## src/rtl/vliw_bundle_fetch.sv

```systemverilog
`default_nettype none
// ============================================================================
// Module   : vliw_bundle_fetch
// Brief    : Credit-based bundle fetcher with DEPTH-entry queue, lockstep issue
//            and redirect flush. Optional stats: VLIW_FETCH_STATS_EN.
// Revision : 1.0 - initial release
// ============================================================================
module vliw_bundle_fetch #(
    parameter int              NFU      = 2,
    parameter int              DEPTH    = 4,
    parameter int              ADDRW    = 64,
    parameter logic [ADDRW-1:0] RESET_PC = '0
) (
    input  logic                       clk,
    input  logic                       rst,
    output logic                       imem_req,
    output logic [ADDRW-1:0]           imem_addr,
    input  logic                       imem_gnt,
    input  logic                       imem_rvalid,
    input  logic [NFU*32-1:0]          imem_rdata,
    input  logic                       redirect_valid,
    input  logic [ADDRW-1:0]           redirect_pc,
    output logic                       issue_valid,
    output logic [NFU*32-1:0]          issue_bundle,
    output logic [ADDRW-1:0]           issue_pc,
    input  logic [NFU-1:0]             lane_stall,
    output logic [$clog2(DEPTH+1)-1:0] occupancy
`ifdef VLIW_FETCH_STATS_EN
    ,
    output logic [31:0]                stall_cycles,
    output logic [31:0]                flush_count
`endif
);

    localparam int              c_PTR_W = $clog2(DEPTH);
    localparam int              c_CNT_W = $clog2(DEPTH+1);
    localparam logic [ADDRW-1:0] c_STEP = ADDRW'(NFU*4);
    localparam logic [c_CNT_W-1:0] c_DEPTH = c_CNT_W'(DEPTH);

    typedef enum logic [1:0] {
        S_IDLE = 2'd0,
        S_REQ  = 2'd1,
        S_WAIT = 2'd2,
        S_DROP = 2'd3
    } state_t;

    state_t               r_state;
    logic [ADDRW-1:0]     r_fetchPc;
    logic [ADDRW-1:0]     r_reqPc;
    logic [NFU*32-1:0]    r_memData [DEPTH];
    logic [ADDRW-1:0]     r_memPc   [DEPTH];
    logic [c_PTR_W-1:0]   r_rdPtr;
    logic [c_PTR_W-1:0]   r_wrPtr;
    logic [c_CNT_W-1:0]   r_count;

    logic                 w_pop;
    logic                 w_push;
    logic                 w_gnt;
    logic [c_CNT_W-1:0]   w_countAfter;

    assign w_pop        = (r_count != '0) && (lane_stall == '0) && !redirect_valid;
    assign w_push       = (r_state == S_WAIT) && imem_rvalid && !redirect_valid;
    assign w_gnt        = (r_state == S_REQ) && imem_gnt;
    assign w_countAfter = r_count + c_CNT_W'(w_push) - c_CNT_W'(w_pop);

    // Redirect overrides every other event; the in-flight response is dropped when needed
    always_ff @(posedge clk) begin
        if (!rst) begin
            r_state   <= S_IDLE;
            r_fetchPc <= RESET_PC;
            r_reqPc   <= '0;
        end else if (redirect_valid) begin
            r_fetchPc <= redirect_pc;
            case (r_state)
                S_REQ:   r_state <= imem_gnt    ? S_DROP : S_REQ;
                S_WAIT:  r_state <= imem_rvalid ? S_IDLE : S_DROP;
                S_DROP:  r_state <= imem_rvalid ? S_IDLE : S_DROP;
                default: r_state <= S_IDLE;
            endcase
        end else begin
            case (r_state)
                S_IDLE: begin
                    if (r_count < c_DEPTH) r_state <= S_REQ;
                end
                S_REQ: begin
                    if (w_gnt) begin
                        r_state   <= S_WAIT;
                        r_reqPc   <= r_fetchPc;
                        r_fetchPc <= r_fetchPc + c_STEP;
                    end
                end
                S_WAIT: begin
                    if (imem_rvalid) r_state <= (w_countAfter < c_DEPTH) ? S_REQ : S_IDLE;
                end
                default: begin
                    if (imem_rvalid) r_state <= S_IDLE;
                end
            endcase
        end
    end

    always_ff @(posedge clk) begin
        if (!rst) begin
            r_rdPtr <= '0;
            r_wrPtr <= '0;
            r_count <= '0;
        end else if (redirect_valid) begin
            r_rdPtr <= '0;
            r_wrPtr <= '0;
            r_count <= '0;
        end else begin
            if (w_push) r_wrPtr <= r_wrPtr + 1'b1;
            if (w_pop)  r_rdPtr <= r_rdPtr + 1'b1;
            r_count <= w_countAfter;
        end
    end

    // Storage needs no reset: outputs are gated by occupancy
    always_ff @(posedge clk) begin
        if (w_push) begin
            r_memData[r_wrPtr] <= imem_rdata;
            r_memPc[r_wrPtr]   <= r_reqPc;
        end
    end

    assign imem_req     = (r_state == S_REQ);
    assign imem_addr    = r_fetchPc;
    assign issue_valid  = (r_count != '0);
    assign issue_bundle = issue_valid ? r_memData[r_rdPtr] : '0;
    assign issue_pc     = issue_valid ? r_memPc[r_rdPtr] : '0;
    assign occupancy    = r_count;

`ifdef VLIW_FETCH_STATS_EN
    always_ff @(posedge clk) begin
        if (!rst) begin
            stall_cycles <= '0;
            flush_count  <= '0;
        end else begin
            if (issue_valid && (|lane_stall) && (stall_cycles != 32'hFFFF_FFFF))
                stall_cycles <= stall_cycles + 32'd1;
            if (redirect_valid && (flush_count != 32'hFFFF_FFFF))
                flush_count <= flush_count + 32'd1;
        end
    end
`endif

endmodule
`default_nettype wire
```

## config.mk

```make
export PLATFORM = sky130hd
export DESIGN_NAME = vliw_bundle_fetch
export DESIGN_NICKNAME = d
export VERILOG_FILES = /design/src/rtl/vliw_bundle_fetch.sv
export SDC_FILE = /design/constraint.sdc
export NUM_CORES = 1
export LEC_CHECK = 0
export CORE_ASPECT_RATIO = 0.75
export CORE_MARGIN = 3
export CORE_UTILIZATION = 30
export CTS_BUF_LIST = sky130_fd_sc_hd__clkbuf_16
export CTS_CLUSTER_DIAMETER = 40
export DETAILED_ROUTE_END_ITERATION = 6
export HOLD_SLACK_MARGIN = 0.08
export SLEW_MARGIN = 20
export SYNTH_ARGS = -nofsm -noshare
export SYNTH_HDL_FRONTEND = slang
export SYNTH_SLANG_ARGS = --single-unit
```

## constraint.sdc

```tcl
create_clock -name clk -period 9.02 [get_ports clk]
set_input_delay 1.804 -clock clk [delete_from_list [all_inputs] [get_ports clk]]
set_output_delay 1.804 -clock clk [all_outputs]
set_load 0.1 [all_outputs]
```

==> results.yml <==
# yosys + openroad results
status:
  outcome: "complete, no violations"
setup_path:
  rr_startpoint: "imem_addr[4]"
  cp.required_ns: 7.22
  reg2regPathDepth: 6
  critPathLaunchType: "flop"
  r2r-end: "imem_addr[53]"
  crit_fanout: 84
yosys:
  numSynthFlops: 651
  ys_area_mm2: 0.0261
  synth_nets: 1800
  edf_count: 512
  area_leaders: "edfxtp_1 59%, mux4_2 11%, dfxtp_1 11%"
  syn-cell-area_mm2: 0.0261
  top_area_cell: "edfxtp_1"
  ys.flop_type: "edfxtp_1"
  ys_seq_share_pct: 69.5
  avgSynthCellArea_um2: 15.8
  synth_top_area_share_pct: 58.8
  synth-async-reset-ratio_pct: 0
clock_tree:
  cts_resized: 0
  numCtsBuffers: 86
  clk_latency_ns: 0.63
  cts_setup_buffers: 0
  postCtsHoldBufs: 0
  cts_sinks: 651
  root_buffer: "clkbuf_16"
  clk_path_buf_depth: 3
  cts_tree: "done"
  clk_pin_slew_ns: 0.06
final_layout:
  fin_cells: 3200
  fin_util_pct: 39.1
  drive_above_1_share_pct: 15.7
  syn_to_final_growth_pct: 28.8
  fill_cells: 7982
run:
  maxCapViolCount: 0
die:
  chipArea_mm2: 0.0908
  core_mm2: 0.0861
  die_h_um: 262
placement:
  dpl_worst_slack_ns: 3.52
  place_area_mm2: 0.0306
  hpwl_um: 44100
  gp_congestion: 0.791
detailed_routing:
  drt-vias-per-instance: 4.96
  dr.pass1.iters: 4
  drt_iter0_drc: 1272
  drtAntennaViolNets: 0
sta:
  finalSetupViolations: 0
  post-route-period-util_pct: 67.0
  slew_headroom_pct: 21.9
  finalWorstSetupSlack_ns: 2.98
  clock.fmax_ghz: 0.166
  finClkSkew_ns: 0.0184
global_route:
  grt_remaining_overflow: 0
  grt_first_pass_wirelength_um: 107000
  grt_antenna_before_repair: 1
pwr:
  power_leakage_uw: 0.0112
  p_per_area_mw_per_mm2: 214
  ir_drop_mv: 0.113
worst_hold_path:
  hold_depth: 0
state kept, by name, indices dropped and copies added (netlist names), named ones only:
| register | cells |
|---|---|
| imem_addr | 64 |
| occupancy | 3 |
| r_memData | 256 |
| r_memPc | 256 |
| r_rdPtr | 2 |
| r_reqPc | 64 |
| r_state | 1 |
| r_wrPtr | 2 |
where the power goes:
group,switching (µW),internal (µW)
logic,276,131
registers,65.7,3250
clock network,1360,2120
critical path: stages (launching register included):
cell	delay (ns)
dfxtp_4	0.97
buf_12	0.63
mux4_2	0.58
and2_1	0.23
clkdlybuf4s50_1	1.00
cells in the mapped netlist (all sizes together) (17+ instances only):
cell type	n
edfxtp	512
nand2	168
and2	139
dfxtp	139
mux4	128
clkbuf	81
a21boi	65
o21ai	44
nand3	35
nand4	29
nor2	28
buf	23
xnor2	22
nor3	20
nor4	20
a21oi	18
or4	17
cell families after synthesis:
kind of cell             count (synthesis)  synth area share, %
AND-OR/OR-AND                          191                 5.07
adder cells (fa/ha/maj)                  8                0.412
flip-flops                             651                 69.5
multiplexers                           134                 11.3
AND/OR/NAND/NOR                        522                 10.9
XOR/XNOR                                34                 1.14
buffers and inverters                  117                 1.76
final cells by class:
cell class / count / area [µm²] / share of cell area (%)
flip-flops and latches: 651 / 18200 / 54.0
multi-input cells: 889 / 7550 / 22.4
repair buffers: 348 / 3500 / 10.4
clock buffers: 87 / 2180 / 6.47
well taps: 1140 / 1430 / 4.24
clock inverters: 71 / 787 / 2.34
inverters: 13 / 51.3 / 0.152
diodes: 1 / 2.50 / 0.00743
worst max-delay path by stage:
stage | startpoint | end | cells past startpoint
after floorplan | redirect_valid | r_memData[0][0] | 4
after global placement | flop | issue_pc[52] | 4
after detailed placement | flop | issue_pc[52] | 4
after CTS | flop | issue_pc[52] | 4
after global routing | flop | issue_pc[52] | 4
final | flop | issue_pc[52] | 4
cell usage in the layout (no fill, tap or decap), types with 6 or more instances in the layout:
cell type / netlist / final
edfxtp_1: 512 / 512
clkdlybuf4s50_1: 0 / 321
nand2_1: 167 / 166
dfxtp_1: 139 / 137
and2_1: 139 / 135
mux4_2: 128 / 128
clkbuf_16: 0 / 87
a21boi_0: 65 / 65
o21ai_0: 44 / 44
nand3_1: 35 / 35
nor2_1: 28 / 27
nand4_1: 26 / 26
xnor2_1: 22 / 22
nor3_1: 20 / 20
inv_6: 0 / 19
inv_1: 13 / 18
nor4_1: 19 / 18
a21oi_1: 18 / 18
buf_4: 1 / 18
a31oi_1: 16 / 16
and4_1: 15 / 15
or4_1: 14 / 14
nand2b_1: 13 / 13
o211a_1: 12 / 12
xor2_1: 12 / 12
and3_1: 11 / 11
o31ai_1: 11 / 11
bufinv_16: 0 / 11
or3_1: 8 / 8
clkinv_1: 0 / 8
ha_1: 7 / 7
clkinv_2: 0 / 7
clkinv_4: 0 / 7
buf_12: 0 / 7
nor2b_1: 6 / 6
per-layer routing:
metal  vias to the layer above  share of wire, %  global-route usage (%)
met5                         -                 0                       0
met4                         0               2.5                    4.71
met3                       103               8.4                    5.20
met2                       565                45                    24.0
met1                      8084                44                    20.9
li1                       7117                 -                       -
Figure 1. Port wiring.
(1 px per µm)
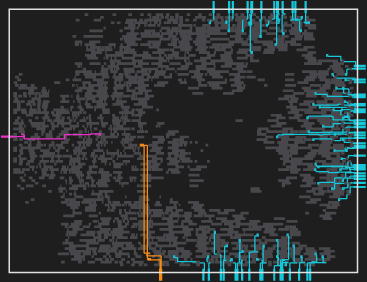
- magenta: imem_req (bits 1; direction output; edge left; end cells 1; wire 105 µm)
- orange: lane_stall (bits 2; direction input; edge bottom; end cells 2; wire 295 µm)
- cyan: issue_bundle (bits 64; direction output; edge 32 right, 18 bottom, 14 top; end cells 64; wire 1,730 µm)

Figure 2. Signal wires on met2.
(1 px per µm)
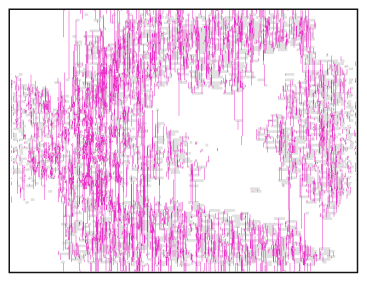
- share of all routed wire: 45%
- wire length on this layer: 32.3 mm
- nets with wire on the layer: 1,857
- longest straight run: 113 µm

Figure 3. Signal wires by layer.
(1.5 px per µm) Two of the layers only.
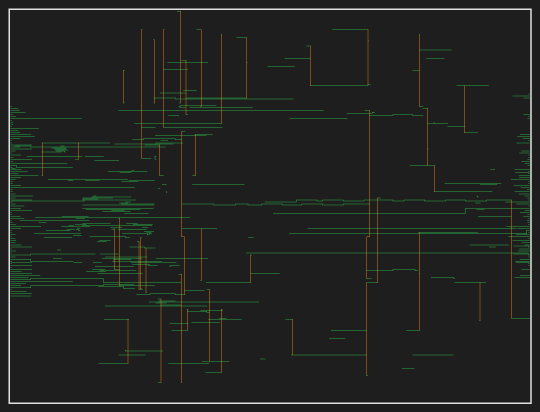
- orange: met4 (wire length 1,760 µm)
- green: met3 (wire length 6,050 µm)
WL final: 71,600 µm
Vias: 15.9k
total global-route track usage: 15.6%
DR WL/cell: 22.4 µm

Power is estimated from default activity; no workload was simulated.
